## config.mk

```make
export PLATFORM = sky130hd
export DESIGN_NAME = pc_ctrl_flat
export DESIGN_NICKNAME = d
export VERILOG_FILES = /design/src/rtl/pc_ctrl_pkg.sv /design/src/rtl/pc_ctrl_if.sv /design/src/rtl/pc_ctrl_br_cond.sv /design/src/rtl/pc_ctrl.sv /design/src/flat_wrapper.sv
export SDC_FILE = /design/constraint.sdc
export NUM_CORES = 1
export LEC_CHECK = 0
export CAP_MARGIN = 20
export CORE_ASPECT_RATIO = 2
export CORE_MARGIN = 10
export CORE_UTILIZATION = 50
export DETAILED_ROUTE_END_ITERATION = 10
export GPL_TIMING_DRIVEN = 0
export PLACE_DENSITY = 0.89
export SYNTH_ARGS = -nofsm -noshare
export SYNTH_HDL_FRONTEND = slang
export SYNTH_HIERARCHICAL = 1
export SYNTH_SLANG_ARGS = --single-unit
```

## constraint.sdc

```tcl
create_clock -name clk -period 9.4 [get_ports clk]
set_input_delay 1.88 -clock clk [delete_from_list [all_inputs] [get_ports clk]]
set_output_delay 1.88 -clock clk [all_outputs]
set_load 0.01 [all_outputs]
```

## src/rtl/pc_ctrl_pkg.sv

```systemverilog
// Shared definitions for the program-counter / branch-resolution stage:
// field widths, condition codes, FSM state and next-PC source encoding.
package pc_ctrl_pkg;

    localparam int unsigned PC_W_DEF = 16;
    localparam int unsigned CC_W     = 3;
    localparam int unsigned IMM9_W   = 9;
    localparam int unsigned IMM12_W  = 12;

    typedef logic [CC_W-1:0] cc_t;

    localparam cc_t CC_NE     = 3'b000;
    localparam cc_t CC_EQ     = 3'b001;
    localparam cc_t CC_GT     = 3'b010;
    localparam cc_t CC_LT     = 3'b011;
    localparam cc_t CC_GTE    = 3'b100;
    localparam cc_t CC_LTE    = 3'b101;
    localparam cc_t CC_OVF    = 3'b110;
    localparam cc_t CC_UNCOND = 3'b111;

    typedef enum logic {
        ST_RUN  = 1'b0,
        ST_HALT = 1'b1
    } state_t;

    // Source of the next PC; HOLD covers stall and HALT, HLT covers the halting commit.
    typedef enum logic [2:0] {
        SEL_HOLD = 3'd0,
        SEL_SEQ  = 3'd1,
        SEL_HLT  = 3'd2,
        SEL_JR   = 3'd3,
        SEL_JAL  = 3'd4,
        SEL_BR   = 3'd5
    } sel_t;

endpackage

```

## src/rtl/pc_ctrl_if.sv

```systemverilog
// Decode/fetch-facing signal bundle of the PC stage. The decode side (master)
// drives instruction fields and flags; the PC stage (slave) drives fetch state.
interface pc_ctrl_if
    import pc_ctrl_pkg::*;
#(
    parameter int unsigned PC_W = PC_W_DEF
) ();

    logic               stall;
    logic               br;
    logic               jal;
    logic               jr;
    logic               hlt;
    logic [CC_W-1:0]    ccc;
    logic [IMM9_W-1:0]  imm9;
    logic [IMM12_W-1:0] imm12;
    logic [PC_W-1:0]    jr_tgt;
    logic               N;
    logic               Z;
    logic               V;

    logic [PC_W-1:0]    pc;
    logic [PC_W-1:0]    pc_plus1;
    logic               taken;
    logic               halted;
    logic [PC_W-1:0]    instr_cnt;

    modport master (
        output stall, br, jal, jr, hlt, ccc, imm9, imm12, jr_tgt, N, Z, V,
        input  pc, pc_plus1, taken, halted, instr_cnt
    );

    modport slave (
        input  stall, br, jal, jr, hlt, ccc, imm9, imm12, jr_tgt, N, Z, V,
        output pc, pc_plus1, taken, halted, instr_cnt
    );

endinterface

```

## src/rtl/pc_ctrl_br_cond.sv

```systemverilog
// Combinational branch-condition evaluator: maps a 3-bit condition code and
// the ALU N/Z/V flags to a single condition-true bit.
module pc_ctrl_br_cond
    import pc_ctrl_pkg::*;
(
    input  cc_t  ccc,
    input  logic n,
    input  logic z,
    input  logic v,
    output logic cond_true
);

    always_comb begin
        cond_true = 1'b0;
        unique case (ccc)
            CC_NE:     cond_true = !z;
            CC_EQ:     cond_true = z;
            CC_GT:     cond_true = !z && !n;
            CC_LT:     cond_true = n;
            CC_GTE:    cond_true = z || !n;
            CC_LTE:    cond_true = n || z;
            CC_OVF:    cond_true = v;
            CC_UNCOND: cond_true = 1'b1;
            default:   cond_true = 1'b0;
        endcase
    end

endmodule

```

## src/rtl/pc_ctrl.sv

```systemverilog
// Program counter with branch resolution, RUN/HALT control and a saturating
// committed-instruction counter. Redirects take effect at the next clock edge.
module pc_ctrl
    import pc_ctrl_pkg::*;
#(
    parameter int unsigned     PC_W     = PC_W_DEF,
    parameter logic [PC_W-1:0] RESET_PC = '0
) (
    input  logic     clk,
    input  logic     rst,
    pc_ctrl_if.slave bus
);

    state_t          state;
    sel_t            sel;
    logic [PC_W-1:0] pc_q;
    logic [PC_W-1:0] cnt_q;
    logic [PC_W-1:0] pc_plus1;
    logic [PC_W-1:0] br_tgt;
    logic [PC_W-1:0] jal_tgt;
    logic [PC_W-1:0] pc_next;
    logic [PC_W-1:0] cnt_next;
    logic            commit;
    logic            cond_true;
    logic            taken;

    pc_ctrl_br_cond u_br_cond (
        .ccc       (bus.ccc),
        .n         (bus.N),
        .z         (bus.Z),
        .v         (bus.V),
        .cond_true (cond_true)
    );

    // Targets are relative to pc+1; all adds wrap modulo 2^PC_W.
    always_comb begin
        pc_plus1 = pc_q + PC_W'(1);
        br_tgt   = pc_plus1 + PC_W'(signed'(bus.imm9));
        jal_tgt  = pc_plus1 + PC_W'(signed'(bus.imm12));
        cnt_next = (cnt_q == {PC_W{1'b1}}) ? cnt_q : cnt_q + PC_W'(1);
        commit   = (state == ST_RUN) && !bus.stall;
    end

    // Priority select; decode guarantees one-hot, the order only resolves overlap.
    always_comb begin
        sel = SEL_HOLD;
        if (commit) begin
            if (bus.hlt)                  sel = SEL_HLT;
            else if (bus.jr)              sel = SEL_JR;
            else if (bus.jal)             sel = SEL_JAL;
            else if (bus.br && cond_true) sel = SEL_BR;
            else                          sel = SEL_SEQ;
        end
    end

    always_comb begin
        pc_next = pc_q;
        taken   = 1'b0;
        unique case (sel)
            SEL_SEQ: pc_next = pc_plus1;
            SEL_JR: begin
                pc_next = bus.jr_tgt;
                taken   = 1'b1;
            end
            SEL_JAL: begin
                pc_next = jal_tgt;
                taken   = 1'b1;
            end
            SEL_BR: begin
                pc_next = br_tgt;
                taken   = 1'b1;
            end
            default: pc_next = pc_q;
        endcase
    end

    // HLT commits (counts, PC stays on the HLT address), then freezes until reset.
    always_ff @(posedge clk) begin
        if (rst) begin
            state <= ST_RUN;
            pc_q  <= RESET_PC;
            cnt_q <= '0;
        end else if (commit) begin
            pc_q  <= pc_next;
            cnt_q <= cnt_next;
            if (sel == SEL_HLT) begin
                state <= ST_HALT;
            end
        end
    end

    assign bus.pc        = pc_q;
    assign bus.pc_plus1  = pc_plus1;
    assign bus.taken     = taken;
    assign bus.halted    = (state == ST_HALT);
    assign bus.instr_cnt = cnt_q;

endmodule

```

## src/flat_wrapper.sv

```systemverilog
// flat-port wrapper written by rule: the top's interface ports become plain ports
module pc_ctrl_flat import pc_ctrl_pkg::*;
#(
    parameter int unsigned     PC_W     = PC_W_DEF,
    parameter logic [PC_W-1:0] RESET_PC = '0
)
  (clk, rst, bus_stall, bus_br, bus_jal, bus_jr, bus_hlt, bus_ccc, bus_imm9, bus_imm12, bus_jr_tgt, bus_N, bus_Z, bus_V, bus_pc, bus_pc_plus1, bus_taken, bus_halted, bus_instr_cnt);
  pc_ctrl_if #(.PC_W(PC_W)) bus_i ();
  input  logic clk;
  input  logic rst;
  input wire logic [$bits(bus_i.stall)-1:0] bus_stall;
  input wire logic [$bits(bus_i.br)-1:0] bus_br;
  input wire logic [$bits(bus_i.jal)-1:0] bus_jal;
  input wire logic [$bits(bus_i.jr)-1:0] bus_jr;
  input wire logic [$bits(bus_i.hlt)-1:0] bus_hlt;
  input wire logic [$bits(bus_i.ccc)-1:0] bus_ccc;
  input wire logic [$bits(bus_i.imm9)-1:0] bus_imm9;
  input wire logic [$bits(bus_i.imm12)-1:0] bus_imm12;
  input wire logic [$bits(bus_i.jr_tgt)-1:0] bus_jr_tgt;
  input wire logic [$bits(bus_i.N)-1:0] bus_N;
  input wire logic [$bits(bus_i.Z)-1:0] bus_Z;
  input wire logic [$bits(bus_i.V)-1:0] bus_V;
  output wire logic [$bits(bus_i.pc)-1:0] bus_pc;
  output wire logic [$bits(bus_i.pc_plus1)-1:0] bus_pc_plus1;
  output wire logic [$bits(bus_i.taken)-1:0] bus_taken;
  output wire logic [$bits(bus_i.halted)-1:0] bus_halted;
  output wire logic [$bits(bus_i.instr_cnt)-1:0] bus_instr_cnt;
  assign bus_i.stall = bus_stall;
  assign bus_i.br = bus_br;
  assign bus_i.jal = bus_jal;
  assign bus_i.jr = bus_jr;
  assign bus_i.hlt = bus_hlt;
  assign bus_i.ccc = bus_ccc;
  assign bus_i.imm9 = bus_imm9;
  assign bus_i.imm12 = bus_imm12;
  assign bus_i.jr_tgt = bus_jr_tgt;
  assign bus_i.N = bus_N;
  assign bus_i.Z = bus_Z;
  assign bus_i.V = bus_V;
  assign bus_pc = bus_i.pc;
  assign bus_pc_plus1 = bus_i.pc_plus1;
  assign bus_taken = bus_i.taken;
  assign bus_halted = bus_i.halted;
  assign bus_instr_cnt = bus_i.instr_cnt;
  pc_ctrl #(.PC_W(PC_W), .RESET_PC(RESET_PC)) u_core (.clk(clk), .rst(rst), .bus(bus_i));
endmodule
```

==> results_dict.tcl <==
# implementation run metrics
set metrics [dict create \
    cts_buffer_depth 2 \
    cts_root_buf "clkbuf_16" \
    n_clock_buffer 7 \
    core_sq_um 5710 \
    worst_setup_path_start_kind "input port" \
    power_frac_clock 0.380 \
    clk_pin_slew_worst_paths_ns 0.05 \
    nNonClkInverters 18 \
    power_leakage_nw 1.72 \
    antenna_found_initial 0 \
    ir_drop_mv 0.145 \
    syn_nets 472 \
    fin_setup_tns_ns 0 \
    initialDrtViolationCount 337 \
    edf_count 0 \
    via_per_inst 6.28 \
    relSlewSlack 0.492 \
    port_buffers 99 \
    ant_nets 0 \
    fin_skew_ns 0.00496 \
    max_freq_mhz 159 \
    die_x_um 74.2 \
    synth_chip_area_sq_um 2940 \
    path_class "in2out" \
    chipArea_sq_um 9530 \
    period_used_share 0.668 \
    cp_cell_sequence "clkdlybuf4s50_1 -> nor2b_2 -> mux2i_1 -> o31a_1 -> o21a_1 -> a21o_1 -> o21ai_1 -> inv_1 -> clkdlybuf4s50_1" \
    worst_pin_slew_ns 0.754 \
    nonClkBufAreaFrac 0.256 \
    p_sw_uw 151 \
    ff2ff_setup_slack_ns 5.41 \
    setup_ws_ns 3.12 \
    p_comb_frac 0.311 \
    seq_cells 33 \
    warnings 26 \
    wl_per_cell_um 20.4 \
    cellPowerDensity_nw_per_um2 121 \
    report.final.hold_viol_count 0 \
    status "completed" \
    synthCells 404 \
    overflow 0 \
    cts_resized 0 \
    first_pass_iters 5 \
    insertion_delay_ns 0.28 \
    logic_gates 334 \
    n_tap_cell 61 \
    arrival_ns 4.40 \
    end_kind "output port" \
    logic_area_sq_um 2130 \
    num_rows 39 \
    setup_viol 0 \
    timing.critical_path.mode_cell "clkdlybuf4s50_1" \
    final-clk-cell-share 0.0413 \
    cp_slowest_stage_delay_ns 0.55 \
    syn_avg_cell_area_sq_um 7.28 \
    crit_required_ns 7.52 \
    fillCellCount 452 \
    synth_area_sq_um 2940 \
    antenna_cells 0 \
    final_common_cell "clkdlybuf4s50_1" \
    n_all_buffers 118 \
    dp_slack_ns 3.12 \
    drv_slew 0 \
    wl_um 11700 \
    ys_dominant_reg_cell "dfxtp_1" \
]
-- power by group through the flow --
stage / clock (mW) / combinational [mW] / sequential (mW)
after floorplan: 0 / 0.0804 / 0.159
after global placement: 0 / 0.148 / 0.158
after detailed placement: 0 / 0.153 / 0.159
after CTS: 0.193 / 0.155 / 0.156
after global routing: 0.199 / 0.169 / 0.157
final: 0.192 / 0.158 / 0.156
-- cell usage after synthesis, types with 3 or more instances --
library cell,n,area share
clkbuf_1,12,0.015
o211ai_1,6,0.015
a21o_1,6,0.015
nand4_1,12,0.026
xor2_1,19,0.057
o21ai_0,15,0.026
mux2i_1,3,0.010
or4_1,3,0.0077
xnor2_1,15,0.045
inv_1,17,0.022
nand2_1,63,0.080
a22oi_1,4,0.010
nand3b_1,6,0.015
nor4_1,4,0.0085
o21a_1,5,0.013
and3_1,8,0.017
and4_1,4,0.012
nand3_1,14,0.024
nor2_1,32,0.041
ha_1,17,0.072
nor3_1,11,0.019
a211oi_1,6,0.015
dfxtp_1,33,0.22
a221oi_1,5,0.015
a21oi_1,28,0.048
or3_1,7,0.015
o31a_1,3,0.0089
nand2b_1,3,0.0064
buf_2,6,0.010
o21bai_1,4,0.010
-- sequential cells by signal (all words and copies together) (netlist names) --
register              cells
u_core/bus.instr_cnt     16
u_core/bus.pc            16
u_core/bus.halted         1
-- path summary, 6_finish.rpt --
check,end,startpoint,cells past startpoint
max,bus_taken,bus_ccc[0],9
min,u_core/bus.instr_cnt[1]$_SDFFE_PP0P_,u_core/bus.instr_cnt[1]$_SDFFE_PP0P_,2
max reg2reg,u_core/bus.pc[15]$_SDFFE_PP0P_,u_core/bus.halted$_SDFFE_PP0P_,13
min reg2reg,u_core/bus.instr_cnt[1]$_SDFFE_PP0P_,u_core/bus.instr_cnt[1]$_SDFFE_PP0P_,2
-- through the flow --
| stage | power, mW | cell area (sq um) |
|---|---|---|
| 3_3_place_gp | 0.307 | 4010 |
| 5_1_grt | 0.525 | 4180 |
| 2_1_floorplan | 0.240 | 2940 |
| 6_report | 0.506 | 4180 |
| 4_1_cts | 0.503 | 4180 |
| 3_5_place_dp | 0.312 | 4010 |
-- cell families after synthesis --
| kind of cell | count (synthesis) | share of synthesized area |
|---|---|---|
| and+or+nand+nor | 175 | 0.292 |
| buffers and inverters | 37 | 0.0498 |
| xor gates and xnor gates | 34 | 0.101 |
| AOI/OAI and AO/OA | 104 | 0.243 |
| DFF | 33 | 0.225 |
| muxes | 3 | 0.0102 |
| adders and majority gates | 18 | 0.0791 |
-- worst max-delay path, delay by kind of cell --
family	cells	cell delay [ns]
buf+inv	3	1.32
compound gates	4	0.96
simple gates	1	0.16
mux	1	0.08
-- per-layer routing --
metal,GRT usage,vias to the layer above,wire length (um)
met5,0,-,0
met4,0.152,0,708
met3,0.0754,57,1110
met2,0.412,222,6020
met1,0.221,1641,3830
li1,-,1674,-
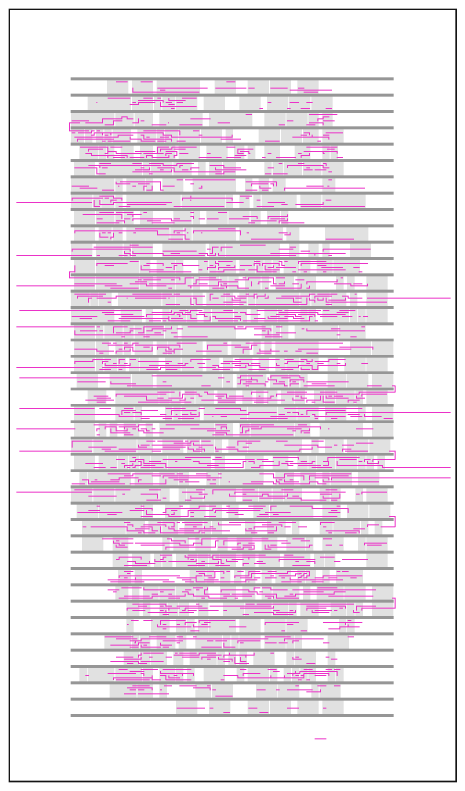
Fig. 1. M1 wires.
(6 px per um) Supply wires on this layer in grey. Cells faint in the background.
longest straight run: 21.2 um
wire length on this layer: 3830 um
share of all routed wire: 33%

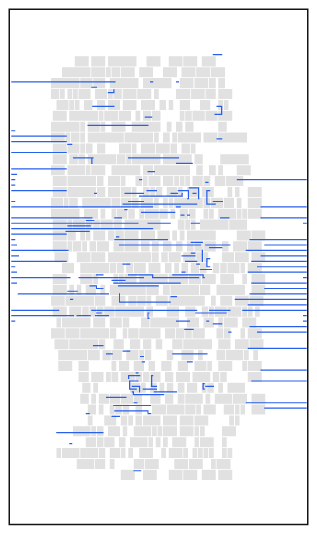
Fig. 2. Met3 routing.
(4 px per um) Cells faint in the background.
main direction: horizontal
share of all routed wire: 9.5%
longest straight run: 35.2 um

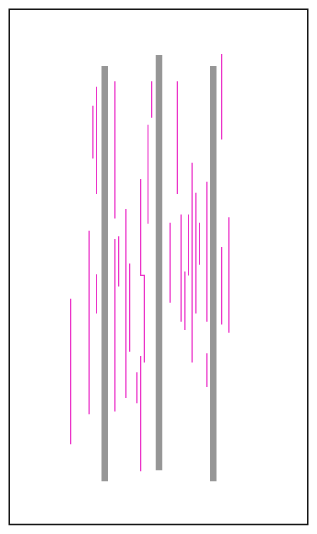
Fig. 3. M4 wires.
(4 px per um) Supply wires on this layer in grey.
nets with wire on the layer: 27
share of all routed wire: 6.1%
longest straight run: 49.6 um
main direction: vertical
wire length on this layer: 709 um

Power is estimated from default activity; no workload was simulated.
